Design spin_readout, sky130hd; sources not shown.
Figure 1. Placement by cell class.
(2 px per µm)
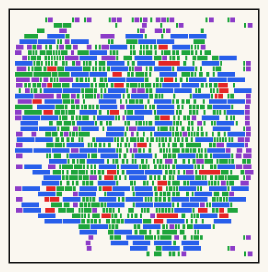
clock drivers and dummy loads: drawn in red, cells 32, share of their area 4.8%. sequential cells: drawn in blue, cells 156, share of their area 41%. combinational and other logic: drawn in green, cells 725, share of their area 42%. remaining buffers and delay cells: drawn in purple, cells 121, share of their area 12%.
floorplan row count: 44
Final Instance Area: 9690 µm²
core area: 14300 µm²
fin util: 67.7%
Seq/total area: 40.3%

Figure 2. Clock wires, drivers and flops.
(4 px per µm)
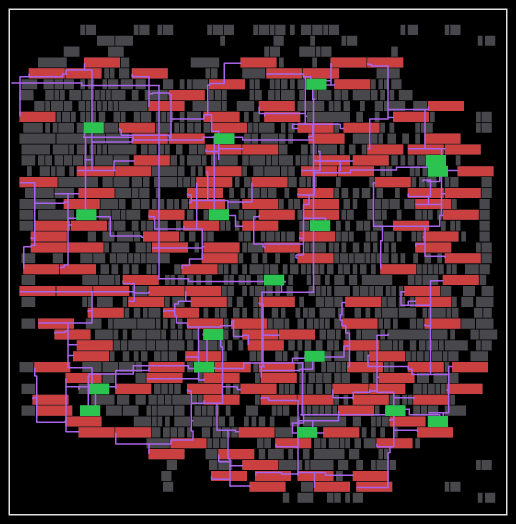
clock wires: drawn in purple, length 1910 µm. flip-flops: drawn in red, count 156. clock drivers: drawn in green, count 17.
Position of the flops: spread over the die. There are 18 routed clock nets.
skew final: 0.0104 ns
clock-net power: 3.29 mW

Figure 3. Clock wiring as the flow saved it.
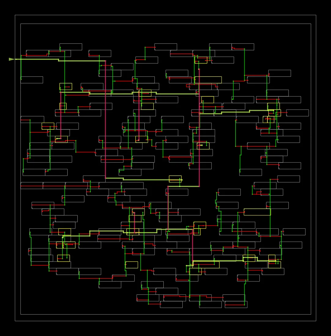
CLK BUF: 23
CTS Sinks: 156
TritonCTS buffer count: 17

Figure 4. Met3 routing.
(3 px per µm) Cells faint in the background.
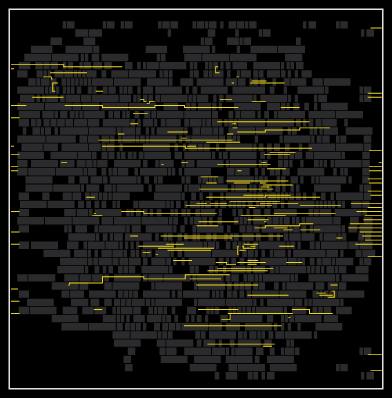
The longest straight run is 44.4 µm. 117 nets have wire on it. The layer holds 7.0% of the routed length. The wires run mostly horizontal.
DRT Wirelength: 19500 µm
met3 Track Usage GR: 6.34%
DR vias: 6604

Figure 5. I/O nets highlighted.
(4 px per µm)
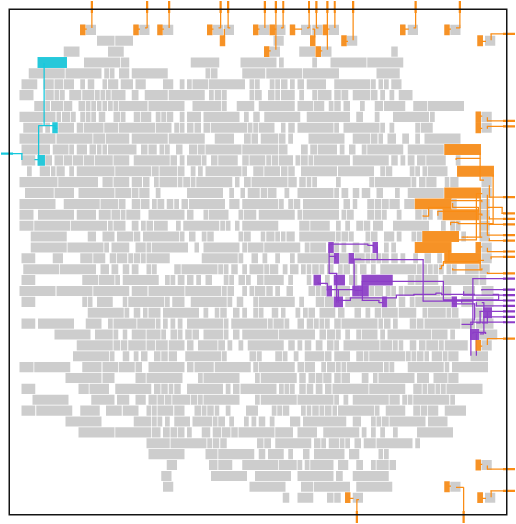
`rdata`: drawn in orange, direction output, edge 15 right, 15 top, 2 bottom, end cells 32, buffers 32, wire 331 µm. `start`: drawn in cyan, direction input, edge left, end cells 3, buffers 1, wire 34.4 µm. `rd_addr`: drawn in purple, direction input, edge right, end cells 15, buffers 8, wire 312 µm.
I/O pin cnt: 56
PortBufs: 31

==> flow_summary.toml <==
# physical design summary
[routing]
viasPerCell = 5.42
drt_iter0_markers = 679
drc = 0
post_drt_wl_per_cell_um = 16.0

[cts]
hold_buffers = 1

[layout]
fillers = 1110
area_dominant_class = "sequential cells"
comb_share_pct = 36.1
lay_top_count = "nand2_1"
num-multi-input-gates = 599
area_delta_synth_final_pct = 25.7

[logic_synthesis]
topCellsByArea = "dfrtp_1, nand2_1, inv_1"
mux_area_share_pct = 0

[global_routing]
grt_pass1_vias = 6289
grt_overflow = 0

[timing]
fin_ws_ns = -0.168
min_period_ns = 1.77
setup_viol = 31

[worst_setup_path]
critical_path.top_delay_family = "flip-flops"
r2r_cells = 12
cp_num_buf_inv = 4
ff2ff_setup_slack_ns = -0.17
required_ns = 1.96

[status]
status = "complete, but fails checks"
violations = "negative setup slack"

[power]
ir_drop_mv = 0.559
Power is estimated from default activity; no workload was simulated.
